`src/rtl/larpix_packet_pkg.sv`:
```
// Shared packet definitions for the config responder: field positions,
// packet declare codes, FSM states and the reply builder with odd parity.
package larpix_packet_pkg;

   localparam int PKT_W             = 64;
   localparam int PAYLOAD_W         = PKT_W - 1;
   localparam int GLOBAL_ID_DEFAULT = 255;

   localparam int DECL_LSB = 0;
   localparam int ID_LSB   = 2;
   localparam int ADDR_LSB = 10;
   localparam int DATA_LSB = 18;
   localparam int DOWN_BIT = 62;

   typedef enum logic [1:0] {
      DECL_DATA   = 2'd0,
      DECL_TEST   = 2'd1,
      DECL_CFG_WR = 2'd2,
      DECL_CFG_RD = 2'd3
   } declare_e;

   typedef enum logic [2:0] {
      ST_IDLE    = 3'd0,
      ST_UNLOAD  = 3'd1,
      ST_CAPTURE = 3'd2,
      ST_DECODE  = 3'd3,
      ST_WAIT_TX = 3'd4,
      ST_LOAD    = 3'd5
   } state_e;

   // Parity bit that makes the total count of ones in the packet odd.
   function automatic logic odd_parity(input logic [PAYLOAD_W-1:0] payload);
      return ~(^payload);
   endfunction

   function automatic logic [PKT_W-1:0] build_reply(input declare_e   decl,
                                                    input logic [7:0] id,
                                                    input logic [7:0] addr,
                                                    input logic [7:0] data);
      logic [PAYLOAD_W-1:0] payload;
      payload                 = '0;
      payload[DECL_LSB +: 2]  = decl;
      payload[ID_LSB +: 8]    = id;
      payload[ADDR_LSB +: 8]  = addr;
      payload[DATA_LSB +: 8]  = data;
      payload[DOWN_BIT]       = 1'b1;
      return {odd_parity(payload), payload};
   endfunction

endpackage

```
`src/rtl/config_regmap.sv`:
```
// Byte-wide register map: one write port, two independent combinational
// read ports. Out-of-range writes are ignored, out-of-range reads return 0.
module config_regmap
   import larpix_packet_pkg::*;
#(
   parameter int REGNUM = 256
) (
   input  logic       clk,
   input  logic       reset,
   input  logic       we,
   input  logic [7:0] waddr,
   input  logic [7:0] wdata,
   input  logic [7:0] raddr_a,
   output logic [7:0] rdata_a,
   input  logic [7:0] raddr_b,
   output logic [7:0] rdata_b
);

   localparam logic [8:0] DEPTH = 9'(REGNUM);

   logic [7:0] mem_q [REGNUM];

   function automatic logic in_range(input logic [7:0] addr);
      return {1'b0, addr} < DEPTH;
   endfunction

   always_ff @(posedge clk or posedge reset) begin
      if (reset) begin
         for (int i = 0; i < REGNUM; i++) begin
            mem_q[i] <= '0;
         end
      end else if (we && in_range(waddr)) begin
         mem_q[waddr] <= wdata;
      end
   end

   always_comb begin
      rdata_a = '0;
      rdata_b = '0;
      if (in_range(raddr_a)) rdata_a = mem_q[raddr_a];
      if (in_range(raddr_b)) rdata_b = mem_q[raddr_b];
   end

endmodule

```
`src/rtl/config_packet_responder.sv`:
```
// Pulls packets from uart_rx, services config reads/writes addressed to this
// chip (or broadcast) and hands the reply to uart_tx.
module config_packet_responder
   import larpix_packet_pkg::*;
#(
   parameter int WIDTH     = PKT_W,
   parameter int REGNUM    = 256,
   parameter int GLOBAL_ID = GLOBAL_ID_DEFAULT
) (
   input  logic             clk,
   input  logic             reset,
   input  logic [7:0]       chip_id,
   input  logic [WIDTH-2:0] rx_data,
   input  logic             rx_empty,
   input  logic             parity_error,
   output logic             uld_rx_data,
   output logic [WIDTH-1:0] tx_data,
   output logic             ld_tx_data,
   input  logic             tx_busy,
   input  logic [7:0]       cfg_addr,
   output logic [7:0]       cfg_data,
   output logic [7:0]       parity_err_cnt,
   output logic [2:0]       dbg_state,
   output logic [WIDTH-2:0] dbg_capture
);

   localparam logic [7:0] GLOBAL_ID_B = 8'(GLOBAL_ID);

   state_e           state_q, state_d;
   logic [WIDTH-2:0] rx_q, rx_d;
   logic             perr_q, perr_d;
   logic [WIDTH-1:0] tx_q, tx_d;
   logic [7:0]       cnt_q, cnt_d;

   logic             reg_we;
   logic [7:0]       reg_rdata;

   declare_e         pkt_decl;
   logic [7:0]       pkt_id;
   logic [7:0]       pkt_addr;
   logic [7:0]       pkt_data;
   logic             id_match;
   logic             is_cfg;

   assign pkt_decl = declare_e'(rx_q[DECL_LSB +: 2]);
   assign pkt_id   = rx_q[ID_LSB +: 8];
   assign pkt_addr = rx_q[ADDR_LSB +: 8];
   assign pkt_data = rx_q[DATA_LSB +: 8];
   assign id_match = (pkt_id == chip_id) || (pkt_id == GLOBAL_ID_B);
   assign is_cfg   = (pkt_decl == DECL_CFG_WR) || (pkt_decl == DECL_CFG_RD);

   config_regmap #(
      .REGNUM (REGNUM)
   ) u_regmap (
      .clk     (clk),
      .reset   (reset),
      .we      (reg_we),
      .waddr   (pkt_addr),
      .wdata   (pkt_data),
      .raddr_a (pkt_addr),
      .rdata_a (reg_rdata),
      .raddr_b (cfg_addr),
      .rdata_b (cfg_data)
   );

   always_ff @(posedge clk or posedge reset) begin
      if (reset) begin
         state_q <= ST_IDLE;
         rx_q    <= '0;
         perr_q  <= 1'b0;
         tx_q    <= '0;
         cnt_q   <= '0;
      end else begin
         state_q <= state_d;
         rx_q    <= rx_d;
         perr_q  <= perr_d;
         tx_q    <= tx_d;
         cnt_q   <= cnt_d;
      end
   end

   always_comb begin
      state_d     = state_q;
      rx_d        = rx_q;
      perr_d      = perr_q;
      tx_d        = tx_q;
      cnt_d       = cnt_q;
      uld_rx_data = 1'b0;
      ld_tx_data  = 1'b0;
      reg_we      = 1'b0;
      case (state_q)
         ST_IDLE: begin
            if (!rx_empty) state_d = ST_UNLOAD;
         end
         ST_UNLOAD: begin
            uld_rx_data = 1'b1;
            state_d     = ST_CAPTURE;
         end
         ST_CAPTURE: begin
            rx_d    = rx_data;
            perr_d  = parity_error;
            state_d = ST_DECODE;
         end
         ST_DECODE: begin
            state_d = ST_IDLE;
            if (perr_q) begin
               if (cnt_q != 8'hFF) cnt_d = cnt_q + 8'd1;
            end else if (is_cfg && id_match) begin
               // Read data comes from the map before this cycle's write lands.
               reg_we  = (pkt_decl == DECL_CFG_WR);
               tx_d    = build_reply(pkt_decl, chip_id, pkt_addr,
                                     (pkt_decl == DECL_CFG_WR) ? pkt_data : reg_rdata);
               state_d = ST_WAIT_TX;
            end
         end
         ST_WAIT_TX: begin
            if (!tx_busy) state_d = ST_LOAD;
         end
         ST_LOAD: begin
            ld_tx_data = 1'b1;
            state_d    = ST_IDLE;
         end
         default: state_d = ST_IDLE;
      endcase
   end

   assign tx_data        = tx_q;
   assign parity_err_cnt = cnt_q;
   assign dbg_state      = state_q;
   assign dbg_capture    = rx_q;

endmodule

```
`config.mk`:
```
export PLATFORM = sky130hd
export DESIGN_NAME = config_packet_responder
export DESIGN_NICKNAME = d
export VERILOG_FILES = /design/src/rtl/larpix_packet_pkg.sv /design/src/rtl/config_regmap.sv /design/src/rtl/config_packet_responder.sv
export SDC_FILE = /design/constraint.sdc
export NUM_CORES = 2
export LEC_CHECK = 0
export CAP_MARGIN = 20
export CELL_PAD_IN_SITES_DETAIL_PLACEMENT = 1
export CELL_PAD_IN_SITES_GLOBAL_PLACEMENT = 2
export CORE_UTILIZATION = 40
export CTS_CLUSTER_SIZE = 16
export DETAILED_ROUTE_END_ITERATION = 6
export PLACE_DENSITY_LB_ADDON = 0.1
export SLEW_MARGIN = 5
export SYNTH_ARGS = -nofsm -noshare
export SYNTH_HDL_FRONTEND = slang
export SYNTH_HIERARCHICAL = 1
export SYNTH_SLANG_ARGS = --single-unit
```
`constraint.sdc`:
```
create_clock -name clk -period 79.4 [get_ports clk]
set_clock_uncertainty 0.2 [all_clocks]
set_input_delay 23.82 -clock clk [delete_from_list [all_inputs] [get_ports clk]]
set_output_delay 23.82 -clock clk [all_outputs]
set_load 0.05 [all_outputs]
```
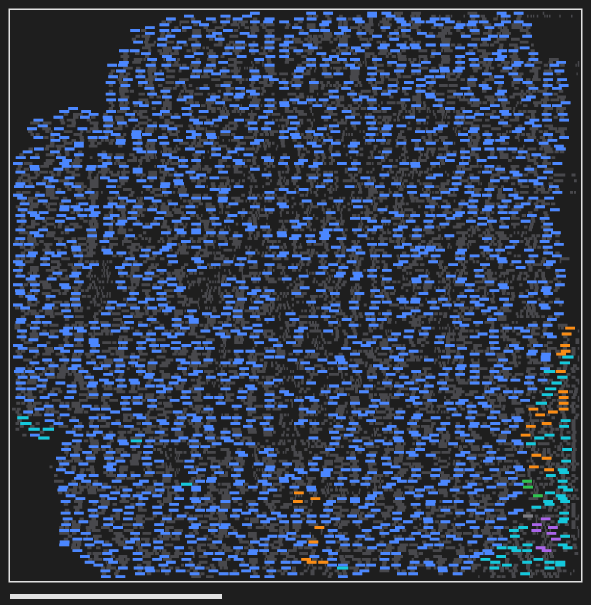
(images/ff_map.png)
Bar = 200 um.
| color | netlist name | sequential cells |
|---|---|---|
| green | dbg_state | 3 |
| cyan | dbg_capture | 63 |
| purple | parity_err_cnt | 8 |
| orange | tx_data | 28 |
| blue | u_regmap/mem_q | 2048 |
Storage cell area: 53900 um2
register share of the cell area: 0.417
fin util: 0.453
Sequential Power: 1.18 mW

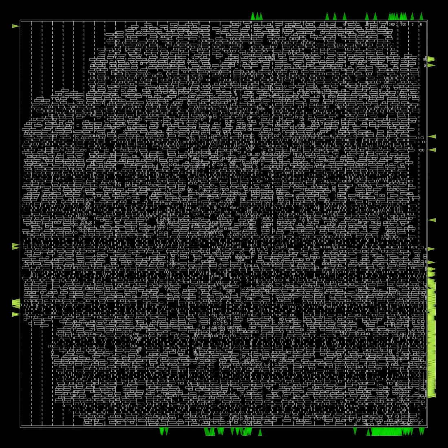
(images/placed.png)
filler cell count in the final layout: 27500
registers: 2151

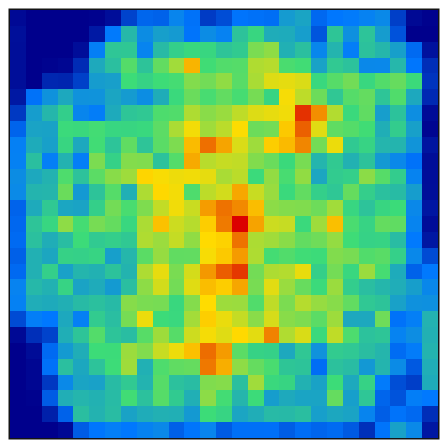
(images/route_heat.png)
27 x 27 tiles, from dark blue (low) to red (high), scaled to the fullest tile. Values are wire area over tile area, all layers added.
tiles over half the peak: 38%
emptiest ninth of the die: upper left
densest ninth of the die: center
mean over tiles: 0.23
Total GRT Usage: 0.293
Via Count: 73100

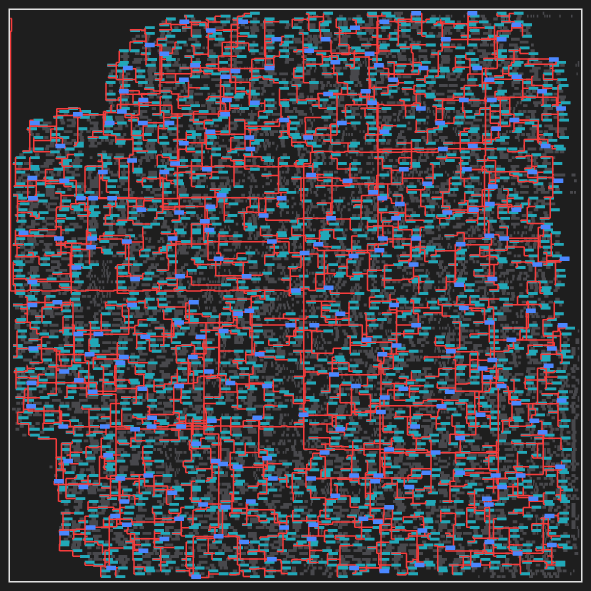
(images/clock_wires.png)
[blue] clock-net drivers | count: 265
[cyan] flip-flops | count: 2151
[red] clock wires | length: 32.9 mm
flops lie: spread over the die
Clk Latency, worst-skew pair: 0.90 ns
Clk network pwr share: 0.354
Clock Power: 1.22 mW

==> Changelog: implementation <==
### Changed

* Die ar. at 289000 um2
* CP dominant cell by count: buf_4
* Setup Buffers After CTS at 0
* Worst endpoint data arrival time at 30.44 ns
* Die H at 537 um
* Hold Crit Class: reg -> reg
* Reg2reg setup slack at 71.71 ns
* Critical path depth at 13
* Max Transition Viols Final at 0
* Placer Congestion at 0.854
* Largest register by flop count: u_regmap/mem_q
* Worst Max-Slew Pin Slew at 1.24 ns
* Clkbuf count at 406
* Core ar. at 285000 um2
* Fmax at 18.4 MHz
* Logic area at 57500 um2
* Critical Path Fanout Max at 66
* Rows at 196
* Power Total at 3.46 mW
* Worst r2r src: dbg_capture[11]$_DFFE_PP0P_
* Status: completed
* Seq share, synth at 0.469
* Hold Path End: tx_data[62]$_DFFE_PP0P_
* CTS clk-pin slew, worst paths at 0.05 ns
* DRC Markers at 0
* Sum Neg Setup Slack at 0 ns
* Worst R2R Path Depth at 15
* Top-count cell post-synth: dfrtp_1
* Routed vias/inst at 6.30
* GRT overflow at 0
* Top layer in use: met5
* Peak supply drop at 0.0000283 V
* Worst EP required at 55.38 ns
* Worst-path cell chain: buf_8 > buf_4 > buf_4 > buf_4 > buf_4 > mux4_2 > a22oi_1 > a21oi_1 > a21oi_1 > nor2_1 > o31ai_1 > a211oi_1 > clkdlybuf4s50_1
* Adder share at 0.000327
* Max FFs per register at 2048
* Met1 usage at 0.424
* Clock root buffer: clkbuf_16
* Pre-antenna DRT Iters at 5
* Top area cell types: dfrtp_1, mux2_2, mux4_2
* Number of non-clock buffers at 487
* Registers, synthesis at 2151
* Final net count at 7712
* Clock sink count at 2151
* Yosys cell count at 7510
* CTS tree: done
* Post-Layout Cell Count at 11600
* RSZ-0062 raised after global routing: false
Power figures rest on the tool's default switching activity, not on a simulated workload.
